run_1/io_fan.png
(3 px per µm)
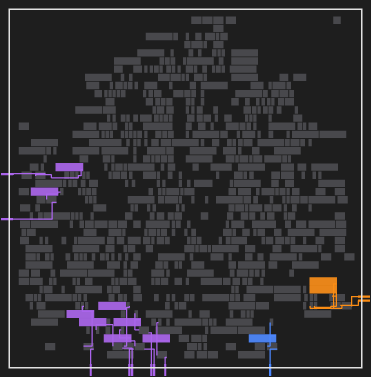
run_1/wires.png
(4 px per µm) Two of the layers only.
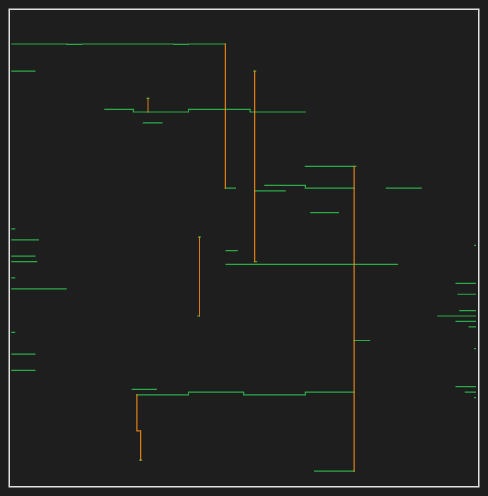
run_1/detail.png
Window x 78 to 98, y 79 to 99 µm. Cells in gray, sequential cells in the stronger gray; small squares are vias.
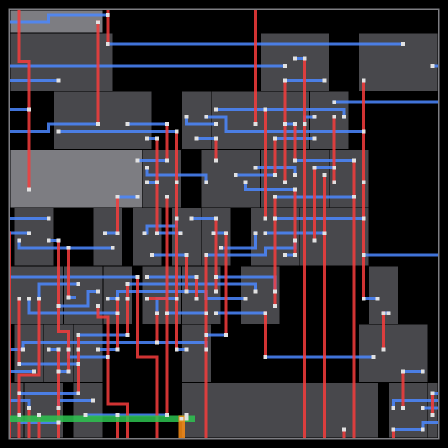
==> config.mk <==
export PLATFORM = sky130hd
export DESIGN_NAME = fir_tap_sequencer_flat
export DESIGN_NICKNAME = d
export VERILOG_FILES = /design/src/rtl/fir_tap_sequencer_if.sv /design/src/rtl/fir_tap_sequencer.sv /design/src/flat_wrapper.sv
export SDC_FILE = /design/constraint.sdc
export NUM_CORES = 1
export LEC_CHECK = 0
export ABC_AREA = 1
export CAP_MARGIN = 20
export CORE_AREA = 2 2 115 117
export CTS_CLUSTER_SIZE = 25
export DETAILED_ROUTE_END_ITERATION = 7
export DIE_AREA = 0 0 117 119
export HOLD_SLACK_MARGIN = 0.08
export PLACE_DENSITY_LB_ADDON = 0.25
export SYNTH_ARGS = -nofsm -noshare
export SYNTH_HDL_FRONTEND = slang
export SYNTH_SLANG_ARGS = --single-unit
==> constraint.sdc <==
create_clock -name clk -period 3.2 [get_ports clk]
set_input_delay 0.48 -clock clk [delete_from_list [all_inputs] [get_ports clk]]
set_output_delay 0.48 -clock clk [all_outputs]
set_load 0.005 [all_outputs]
==> summary.txt, run 1 <==
run metrics: CP bufs+invs 2, GR Util met1 23.84%, final hold vios 0, largest net degree at the start of global routing 73, Cell Area, Synth 4384 µm², mux share 0%, # DRC 0, maxcap violations 0, clock-pin slew on the worst setup and hold paths ~0.06 ns, CP Depth 24, Worst path top cell family by delay simple AND/OR/NAND/NOR gates, Simple Share, Synth 23.72%, Cells after Synth 546, layout cell share with drive strength beyond 1 21.13%, status finished, violations left, Final Total Pwr ~7 mW, Rel. slew slack between 30% and 40%, Ys Warns 0, YS chip area 4384 µm², Syn Nets roughly 590, grt ovf 0, commonest cells in the synthesized netlist nand2_1 (147), dfrtp_1 (72), inv_1 (70), crit-path max FO 6, ys async rst share 100.0%, RSZ-0062 raised after global routing true, met3 usage 3.257%, most used cell, CP nand2_2, gpl congestion 0.8508, Seq power 1.62 mW, sequential share of the synthesized area 41.10%, Setup Crit Path Kind reg2reg, Lkg Pwr 2.872 nW, post-cts hold buffer count 0, CTS Buf Count 9, Reg2Reg Depth 24, final-stage net count 688, EDFF count, synth 0, CP max-delay cell dfrtp_1, hpwl dp 8626 µm, core area between 10000 and 15000 µm², setup TNS -0.01700 ns, CP endpoint kind flop, Main area contributors dfrtp_1 (41%), nand2_1 (13%), ha_1 (7.1%), WP data arrival about 3.5 ns, post_cts resized 26, CTS tree built, Pre-Place Util 34.05%, Critical Path, Cell by Cell inv_2 -> ha_4 -> inv_2 -> nand2_2 -> nand2_2 -> nand2_2 -> nand2_2 -> nor2_2 -> nand3_2 -> nor2_4 -> nand3_4 -> o21ai_2 -> ha_4 -> a21oi_1 -> nand2_2 -> a21oi_2 -> o21ai_2 -> nand2_1 -> nand2_1 -> a21oi_2 -> xnor2_2 -> xor2_1 -> nand2_1 -> nand2_1, yosys xor share 5.365%, WP data required 3.49 ns, GRT Max-Usage Layer met2, Pre-antenna DRT Iters 4, Main synth FF type dfrtp_1, Yosys top cell area share 41.10%, aoi share 13.21%, total routed wirelength 12050 µm, area grow syn2layout 34.53%, Latency at later pin 0.35 ns, pwr/cell area 1214 nW/µm², final hold slack 0.2604 ns, hold crit path type in2async, GR Util met2 around 30%, Pwr top combinational logic, die area 13920 µm², min cycle time layout 3.217 ns, root buffer cell clkbuf_16, Cell Rows roughly 42, clock group share of total power 14.1%, Top cell excl fill/tap nand2_1, clock sinks approximately 70, Final Instance Area 5898 µm², initial antenna violation count 0, largest area contributor in the netlist dfrtp_1, postcts setup bufs 2, Cell Int Power 4.049 mW, Max IR drop VDD between 0.0004 and 0.0005 V, Diodes inserted 0, critical path's largest stage delay between 0.3 and 0.4 ns, count of tool warnings 29, startpoint types flop, Fin Clk Skew 0.005207 ns, vias in the first global route 3960, Final WS setup -0.01700 ns, combinational power share 63.3%, most frequent logic cells in the routed design nand2_1 (135), dfrtp_1 (72), inv_1 (67), yosys cell count 546, sw frac 43.46%, first-pass GRT wire length 19510 µm, dominant cell by count in the synthesized netlist nand2_1, antenna viol nets, final 0, R2R setup slack -0.02 ns, Yosys cell types between 40 and 50, Final Cycle Share 100.5%, final setup fails 1, Max Freq ~0.31 GHz, clock network power 1.01 mW, Post-Place Cell Area 5348 µm², die height 119 µm, failing checks setup timing, H-tree levels 3, Reg power frac 22.7%, Via density about 4.8, clk buf depth 2, Place WS -0.1011 ns, Dominant combinational family simple AND/OR/NAND/NOR gates
Notes on io_fan.png above:
purple -> bus_data_rd_addr  # bits 8, direction output, edge 6 bottom, 2 left, end cells 8, buffers 8, wire 190 µm
orange -> bus_acc_filter  # bits 2, direction output, edge right, end cells 2, buffers 2, wire 48.7 µm
blue -> bus_mac_en  # bits 1, direction output, edge bottom, end cells 1, buffers 1, wire 18.5 µm
number of I/O port buffers: 46
io pins: 47

Notes on wires.png above:
green -> metal 3  # wire length 383 µm
orange -> metal 4  # wire length 200 µm
routed vias: 3942
Tot GR Track Use: 18.44%
drt wl/cell: 14.54 µm

Notes on detail.png above:
red -> metal 2
orange -> metal 4
green -> metal 3
blue -> metal 1
most frequent = inv_1 (7), o21ai_0 (5)
sequential cells in the window = 1
cells with their middle in the window = 35

-- run 1: stage by stage --
stage               utilization [%]  std cells
floorplan                         -        546
global placement              41.54        802
detailed placement            41.54        802
CTS                           44.70        821
global route                  45.81        829
finish                        45.81        829
-- run 1: final cells by class --
| class | instances | area (µm²) |
|---|---|---|
| fill | 1303 | 6977 |
| multi-input combinational | 387 | 2422 |
| inverter | 77 | 294.0 |
| clock inverter | 5 | 56.30 |
| sequential | 72 | 1802 |
| tap | 176 | 220.2 |
| timing repair buffer | 101 | 870.8 |
| clock buffer | 11 | 232.7 |
-- run 1: per-layer routing --
layer / wire, µm / part of all wire (%)
met1: 5534 / 46
met2: 5932 / 49
met5: 0 / 0
met3: 383 / 3.2
met4: 200 / 1.7
==> run 2, diff against run 1 <==
SLEW_MARGIN = 20   (was not set)
==> run 2 against run 1 <==
  * The run still ends with setup timing left
  * First-iteration DRC count stayed put
  * Worst hold slack unchanged
  * Synthesized cell count stayed put
  * Global-route usage is the same
  * Register-to-register slack about the same
  * Highest routed layer unchanged
  * Non-clock buffer count stayed put
  * Via count did not move
  * Clock power about the same
==> summary.txt, run 2 <==
run metrics: status finished, violations left (unchanged), failing checks setup timing (unchanged), hold crit path type in2async (unchanged), MI comb cells 387 (unchanged), WP data arrival 3.51 ns (about the same), largest net degree at the start of global routing 73 (unchanged), YS chip area 4384 µm² (unchanged), met3 usage 3.257% (unchanged), maxcap violations 0 (unchanged), Final WS setup -0.01700 ns (unchanged), count of tool warnings 29 (unchanged), post-cts hold buffer count 0 (unchanged), yosys xor share 5.365% (unchanged), Fin Clk Skew 0.005207 ns (unchanged), Slew @ Worst Pin 0.9372 ns (unchanged), Setup Crit Path Kind reg2reg (unchanged), first-pass GRT wire length 19510 µm (unchanged), startpoint types flop (unchanged), final hold slack 0.2604 ns (unchanged), clock-cell share of area 4.900% (unchanged), dominant cell by count in the synthesized netlist nand2_1 (unchanged), Cells after Synth 546 (unchanged), postcts setup bufs 2 (unchanged), mux share 0% (unchanged), Pins Over Slew Limit 0 (unchanged), Cell Rows 42 (unchanged), Comb area share 41.07% (unchanged), die height 119 µm (unchanged), Latency at later pin 0.35 ns (about the same), Place WS -0.1011 ns (unchanged), final hold vios 0 (unchanged), GR Util met2 29.91% (unchanged), CTS tree built (unchanged), drt wl/cell 14.54 µm (unchanged), Top cell excl fill/tap nand2_1 (unchanged), Yosys top cell area share 41.10% (unchanged), Main synth FF type dfrtp_1 (unchanged), post_cts resized 26 (unchanged), number of I/O port buffers 46 (unchanged), placed insts 802 (unchanged), Cell Int Power 4.049 mW (unchanged), Lkg Pwr 2.872 nW (unchanged), root buffer cell clkbuf_16 (unchanged), CP endpoint kind flop (unchanged), flop share of the area 30.55% (unchanged), Yosys cell types 41 (unchanged), setup TNS -0.01700 ns (unchanged), GR Util met1 23.84% (unchanged), antenna viol nets, final 0 (unchanged), final-stage net count 688 (unchanged), ys async rst share 100.0% (unchanged), Rel. slew slack 37.52% (unchanged), area grow syn2layout 34.53% (unchanged), Via density 4.755 (unchanged), Final Total Pwr 7.163 mW (unchanged), Logic inverters 77 (unchanged), Ys Warns 0 (unchanged), largest area contributor in the netlist dfrtp_1 (unchanged), sw frac 43.46% (unchanged), adder share 8.505% (unchanged), WP data required 3.49 ns (about the same), Non-clock buffers 101 (unchanged), Simple Share, Synth 23.72% (unchanged), pwr/cell area 1214 nW/µm² (unchanged), clock group share of total power 14.1% (about the same), Cell Area, Synth 4384 µm² (unchanged), Reg2Reg Depth 24 (unchanged), fin util 45.81% (unchanged), crit-path max FO 6 (unchanged), Met3 Wirelength 383 µm (unchanged), Met2 Wirelength 5932 µm (unchanged), clk_buf instances 11 (unchanged), Post-Place Cell Area 5348 µm² (unchanged), combinational power share 63.3% (about the same), min cycle time layout 3.217 ns (unchanged), Logic cell area 2422 µm² (unchanged), Max IR drop VDD 0.0004468 V (unchanged), most used cell, CP nand2_2 (unchanged), hpwl dp 8626 µm (unchanged), aoi share 13.21% (unchanged), Pre-Place Util 34.05% (unchanged), largest class logic gates (unchanged), GRT Max-Usage Layer met2 (unchanged), io pins 47 (unchanged), max layer used met4 (unchanged), R2R setup slack -0.02 ns (about the same), num sequential 72 (unchanged), initial antenna violation count 0 (unchanged), Final Instance Area 5898 µm² (unchanged), Well Taps 176 (unchanged), Pre-antenna DRT Iters 4 (unchanged), FF+latch area 1802 µm² (unchanged), core area 12870 µm² (unchanged), Psw 3.113 mW (unchanged), routed vias 3942 (unchanged), H-tree levels 3 (unchanged), die area 13920 µm² (unchanged), register bit count reported by yosys 72 (unchanged), Metal-1 WL 5534 µm (unchanged), # DRC 0 (unchanged), Critical Path, Cell by Cell inv_2 -> ha_4 -> inv_2 -> nand2_2 -> nand2_2 -> nand2_2 -> nand2_2 -> nor2_2 -> nand3_2 -> nor2_4 -> nand3_4 -> o21ai_2 -> ha_4 -> a21oi_1 -> nand2_2 -> a21oi_2 -> o21ai_2 -> nand2_1 -> nand2_1 -> a21oi_2 -> xnor2_2 -> xor2_1 -> nand2_1 -> nand2_1 (unchanged), yosys cell count 546 (unchanged), CP max-delay cell dfrtp_1 (unchanged), Die X 117 µm (unchanged), initial DRC count 247 (unchanged), Mean Syn Cell Area 8.030 µm² (unchanged), sequential share of the synthesized area 41.10% (unchanged), Final non-clock buffer share 14.76% (unchanged), commonest cells in the synthesized netlist nand2_1 (147), dfrtp_1 (72), inv_1 (70) (unchanged), Reg power frac 22.7% (about the same), most frequent logic cells in the routed design nand2_1 (135), dfrtp_1 (72), inv_1 (67) (unchanged), Main area contributors dfrtp_1 (41%), nand2_1 (13%), ha_1 (7.1%) (unchanged), Syn Nets 586 (unchanged), gpl congestion 0.8508 (unchanged), Dominant combinational family simple AND/OR/NAND/NOR gates (unchanged), Tot GR Track Use 18.44% (unchanged), layout cell share with drive strength beyond 1 21.13% (unchanged), grt ovf 0 (unchanged), final setup fails 1 (unchanged), clk buf depth 2 (unchanged), Max Freq 0.3108 GHz (unchanged), critical path's largest stage delay 0.39 ns (about the same), clock-pin slew on the worst setup and hold paths 0.06 ns (about the same), Layout fillers 1303 (unchanged), Diodes inserted 0 (unchanged), RSZ-0062 raised after global routing true (unchanged), Finished Layout Cells 829 (unchanged), EDFF count, synth 0 (unchanged), vias in the first global route 3960 (unchanged), Final Cycle Share 100.5% (unchanged)
[run 2: cell counts in the layout (fill, tap and decap cells not counted)]
Identical to the previous run, type by type.
[run 2: critical path: cells and delay by family, from the launching register on]
kind	cells	cell delay, ns
compound gates	5	0.78
buf+inv	2	0.12
fa+ha+maj	2	0.41
flops	1	0.39
simple gates	13	1.15
xor+xnor	2	0.28
[run 2: power by group through the flow]
| stage | Combinational (mW) | Clock (mW) | Sequential [mW] |
|---|---|---|---|
| after floorplan | 2.56 | 0 | 1.56 |
| after global placement | 4.07 | 0 | 1.62 |
| after detailed placement | 4.10 | 0 | 1.62 |
| after CTS | 4.34 | 1.03 | 1.62 |
| after global routing | 5.10 | 1.07 | 1.68 |
| final | 4.53 | 1.01 | 1.62 |
run_2/wires.png
(4 px per µm) Two of the layers only.
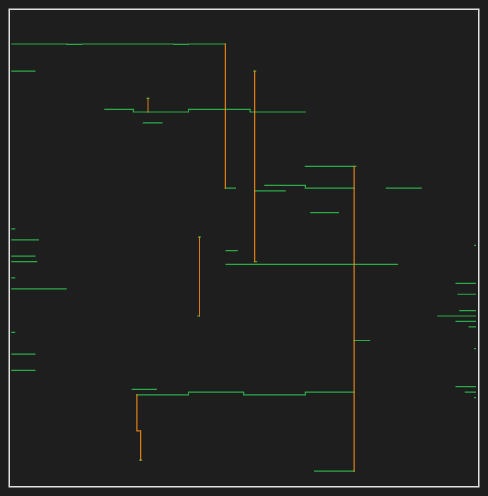
green -> metal 3  # wire length 383 µm
orange -> metal 4  # wire length 200 µm
total routed wirelength: 12050 µm

run_2/clocks.png
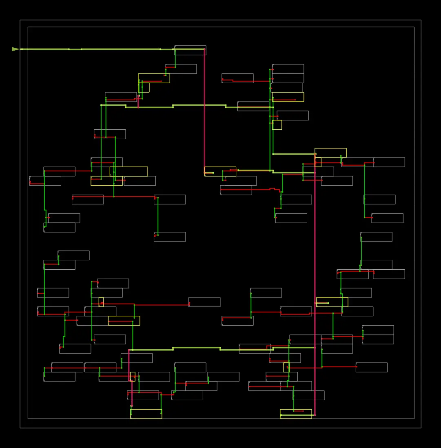
CTS Buf Count: 9
clock sinks: 72

Power is estimated from default activity; no workload was simulated.
